<file path="src/rtl/if_fetch_stage.sv">
// if_fetch_stage: instruction-fetch stage that owns the PC and holds the IF/ID pipeline register.
//   It fetches over a req/ack handshake with a variable-latency instruction memory.
//   It honours the hazard freeze and the EXE branch redirect.
// Ports:
//   clk, rst (async, active-low)
//   freeze                     hold the PC and the IF/ID outputs
//   branch_taken, branch_addr  redirect the PC and flush IF/ID
//   imem_req, imem_addr        fetch request and its address
//   imem_ack, imem_rdata       fetch response
//   pc_out, instr_out          IF/ID contents presented to decode
//   valid_out                  IF/ID contents presented to decode
module if_fetch_stage #(
    parameter logic [31:0] RESET_PC = 32'h0000_0000,
    parameter logic [31:0] PC_STEP  = 32'd4
) (
    input  logic        clk,
    input  logic        rst,
    input  logic        freeze,
    input  logic        branch_taken,
    input  logic [31:0] branch_addr,
    output logic        imem_req,
    output logic [31:0] imem_addr,
    input  logic        imem_ack,
    input  logic [31:0] imem_rdata,
    output logic [31:0] pc_out,
    output logic [31:0] instr_out,
    output logic        valid_out
);
    localparam logic [1:0] IDLE  = 2'd0;
    localparam logic [1:0] FETCH = 2'd1;
    localparam logic [1:0] DRAIN = 2'd2;
    localparam logic [1:0] HOLD  = 2'd3;

    logic [1:0]  state;
    logic [31:0] pc, req_addr, hold_buf, next_addr;

    // The request is decoded from the registered state, so an async reset drops it at once.
    // The address always comes from req_addr, which keeps it stable until the ack.
    assign imem_req  = (state == FETCH) || (state == DRAIN);
    assign imem_addr = req_addr;
    assign next_addr = req_addr + PC_STEP;

    always_ff @(posedge clk or negedge rst) begin
        if (!rst) begin
            state     <= IDLE;
            pc        <= RESET_PC;
            req_addr  <= RESET_PC;
            hold_buf  <= '0;
            pc_out    <= '0;
            instr_out <= '0;
            valid_out <= 1'b0;
        end else begin
            case (state)
                IDLE: begin
                    req_addr <= pc;
                    state    <= FETCH;
                end
                FETCH: begin
                    if (branch_taken) begin
                        pc        <= branch_addr;
                        instr_out <= '0;
                        valid_out <= 1'b0;
                        // An ack arriving with the branch carries wrong-path data, so it is dropped.
                        // Otherwise the in-flight request must still be drained.
                        if (imem_ack) req_addr <= branch_addr;
                        else state <= DRAIN;
                    end else if (imem_ack && !freeze) begin
                        pc_out    <= next_addr;
                        instr_out <= imem_rdata;
                        valid_out <= 1'b1;
                        pc        <= next_addr;
                        req_addr  <= next_addr;
                    end else if (imem_ack) begin
                        hold_buf <= imem_rdata;
                        state    <= HOLD;
                    end else if (!freeze) begin
                        instr_out <= '0;
                        valid_out <= 1'b0;
                    end
                end
                DRAIN: begin
                    instr_out <= '0;
                    valid_out <= 1'b0;
                    if (branch_taken) pc <= branch_addr;
                    // A branch that coincides with the ack also supplies the newest target.
                    if (imem_ack) begin
                        req_addr <= branch_taken ? branch_addr : pc;
                        state    <= FETCH;
                    end
                end
                default: begin
                    if (branch_taken) begin
                        pc        <= branch_addr;
                        req_addr  <= branch_addr;
                        instr_out <= '0;
                        valid_out <= 1'b0;
                        state     <= FETCH;
                    end else if (!freeze) begin
                        pc_out    <= next_addr;
                        instr_out <= hold_buf;
                        valid_out <= 1'b1;
                        pc        <= next_addr;
                        req_addr  <= next_addr;
                        state     <= FETCH;
                    end
                end
            endcase
        end
    end
endmodule

</file>
<file path="config.mk">
export PLATFORM = sky130hd
export DESIGN_NAME = if_fetch_stage
export DESIGN_NICKNAME = d
export VERILOG_FILES = /design/src/rtl/if_fetch_stage.sv
export SDC_FILE = /design/constraint.sdc
export NUM_CORES = 1
export LEC_CHECK = 0
export CAP_MARGIN = 30
export CELL_PAD_IN_SITES_DETAIL_PLACEMENT = 0
export CELL_PAD_IN_SITES_GLOBAL_PLACEMENT = 1
export CORE_MARGIN = 2
export CORE_UTILIZATION = 45
export DETAILED_ROUTE_END_ITERATION = 10
export DONT_BUFFER_PORTS = 1
export GPL_TIMING_DRIVEN = 0
export PLACE_DENSITY = 0.72
export SLEW_MARGIN = 25
export SYNTH_ARGS = -nofsm -noshare
export SYNTH_HDL_FRONTEND = slang
export SYNTH_SLANG_ARGS = --single-unit
</file>
<file path="constraint.sdc">
create_clock -name clk -period 2.75 [get_ports clk]
set_input_delay 0.4125 -clock clk [delete_from_list [all_inputs] [get_ports clk]]
set_output_delay 0.4125 -clock clk [all_outputs]
set_load 0.01 [all_outputs]
</file>
Fig. 1: routing congestion
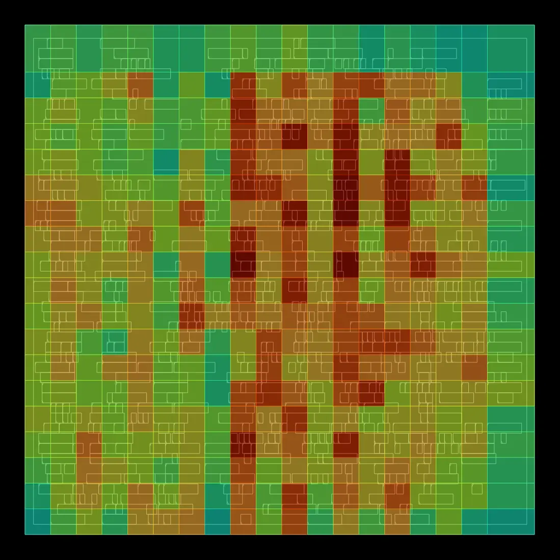
layer with the highest usage after global routing: met2
Routed wire per std cell: 23.61 um

Fig. 2: cells colored by class
Bar = 50 um. Fill, decap, tap and diode cells in gray.
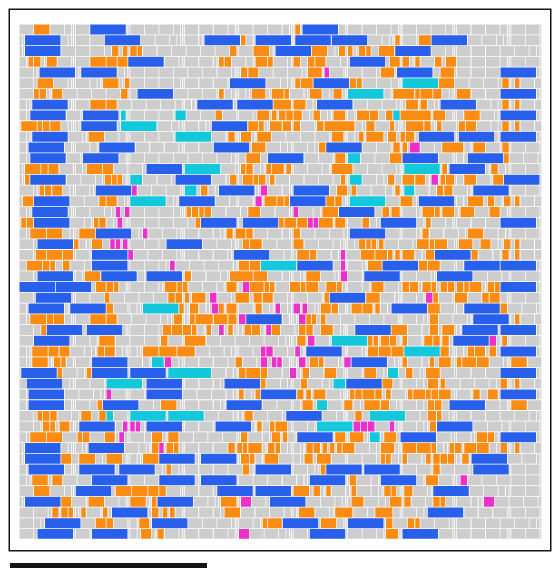
legend:
  flip-flops:
    color: blue
    cells: 163
  other buffers and delay cells:
    color: magenta
    cells: 58
  clock drivers and dummy loads:
    color: cyan
    cells: 32
  all other logic:
    color: orange
    cells: 554
area of the core: 0.01730 mm2
number of standard-cell rows in the floorplan: 48
utilization after layout: 0.5103
fraction of area in registers: 0.4621
area of all placed cells without fillers: 0.008826 mm2

Fig. 3: cell area per tile
14 x 14 tiles, from black (low) to pale yellow (high), 0 to 100% covered.
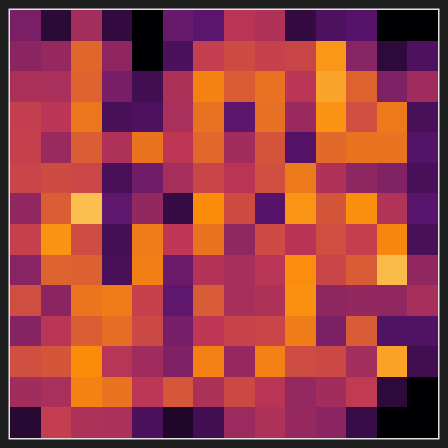
fullest tile: 86%
tiles over 75% full: 6.1%
mean over tiles: 46%
Initial Utilization: 0.4593

Fig. 4: metal layers overlaid
Bar = 50 um. Two of the layers only.
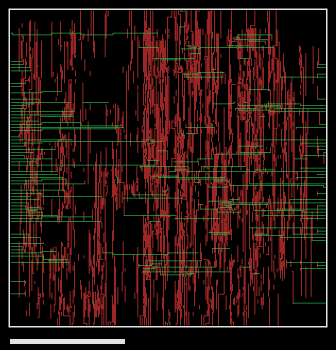
legend:
  met2:
    color: red
    wire_length: 11800 um
  met3:
    color: green
    wire_length: 2590 um

Fig. 5: I/O pins on the die edge
Bar = 50 um. Pins as bars across the die edge, other pins in gray.
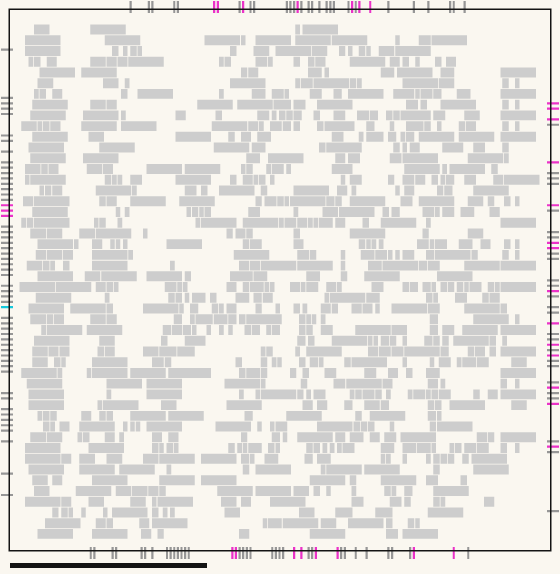
legend:
  pc_out:
    color: magenta
    pins: 32
    direction: output
    edge: 14 right, 8 bottom, 7 top, 3 left
  imem_ack:
    color: cyan
    pins: 1
    direction: input
    edge: left
IO Port Bufs: 0
die height: 136.9 um

==> flow_metrics.env <==
# physical design summary
export IMPL_status="finished with violations"
export IMPL_failed_checks="hold timing"
export IMPL_timing_hold_violations_final=163
export IMPL_setup_viol_count_final=0
export IMPL_critical_path_startpoint_type="register"
export IMPL_comb_area_mm2=0.003588
export IMPL_max_cap_violations=0
export IMPL_io_pins=167
export IMPL_numCtsBuffers=17
export IMPL_critPathMaxFanout=10
export IMPL_gp_congestion=0.8703
export IMPL_setup_repair_after_global_routing_missed_its_margin="true"
export IMPL_synth_flops=163
export IMPL_swShare=0.4316
export IMPL_enable_flop_cells=0
export IMPL_cts_root_buf="clkbuf_16"
export IMPL_path_cells="inv_1 -> ha_1 -> buf_2 -> nor2_1 -> nand2_1 -> nor3_1 -> buf_2 -> buf_2 -> nor2_1 -> a21oi_1"
export IMPL_dominant_cell_class="registers"
export IMPL_type_of_the_tightest_min_delay_check="primary input to async pin"
export IMPL_layout_drive_gt1_share=0.1574
export IMPL_post_route_min_period_ns=2.636
export IMPL_nMultiInputCombCells=539
export IMPL_netlist_area_mm2=0.007944
export IMPL_ys_sh_xor=0.02977
export IMPL_layout_nonclk_buf_frac=0.02963
export IMPL_via_per_inst=6.258
export IMPL_floorplan_net_count=850
export IMPL_worst_case_hold_slack_ns=-0.3193
export IMPL_area_growth_syn_to_layout_pct=11.10
export IMPL_place_inst=1002
export IMPL_synth_adder_area_share=0.006300
export IMPL_drtIter0Drc=478
export IMPL_synth_avg_cell_area_um2=10.22
## stage by stage
| stage | power [W] | area, um2 | hold WS, ns |
|---|---|---|---|
| finish | 0.01134 | 8826 | -0.3193 |
| global route | 0.01205 | 8826 | -0.3426 |
| CTS | 0.01134 | 8808 | -0.3322 |
| detailed placement | 0.008992 | 8225 | 0.1221 |
| global placement | 0.008766 | 8225 | 0.1219 |
| floorplan | 0.007587 | 7944 | 0.1169 |
## power by group through the flow
stage	Sequential, W	Clock [W]	Combinational (W)
6_report	0.00493	0.00229	0.00411
5_1_grt	0.00509	0.00243	0.00453
4_1_cts	0.00492	0.00233	0.00408
3_5_place_dp	0.00495	0	0.00404
3_3_place_gp	0.00489	0	0.00387
2_1_floorplan	0.00460	0	0.00298
## layout by cell type (no fill, tap or decap), drive strengths merged, types with 3 or more instances in the layout
cell        n
buf        20
clkbuf     56
inv        19
a221o       5
nand2b      5
mux2i       7
ha          4
nor3       12
o22ai       5
a22o        4
o21a        3
a221oi      6
or3         4
a31oi       4
nor4        8
a222oi     15
a21oi      69
nor2       83
a22oi      57
nand2      52
mux2       50
xnor2      20
o211ai      4
o221ai      9
clkinvlp    5
clkinv      4
nand3      11
o21ai      52
and4        4
a32oi       3
xor2        7
a32o        3
and3        4
nand4       9
dfrtp     163
## layer usage
metal  wire, um  track usage  vias up
met5          0            0        -
met4        511       0.1019        0
met3       2590      0.09593       33
met2      11820       0.4325      289
met1       9442       0.3184     3221
li1           -            -     2915
## sequential cells by signal (all words and copies together) (netlist names)
| signal | cells |
|---|---|
| valid_out | 1 |
| pc_out | 32 |
| imem_addr | 32 |
| state | 2 |
| instr_out | 32 |
| pc | 32 |
| hold_buf | 32 |
Power is estimated from default activity; no workload was simulated.
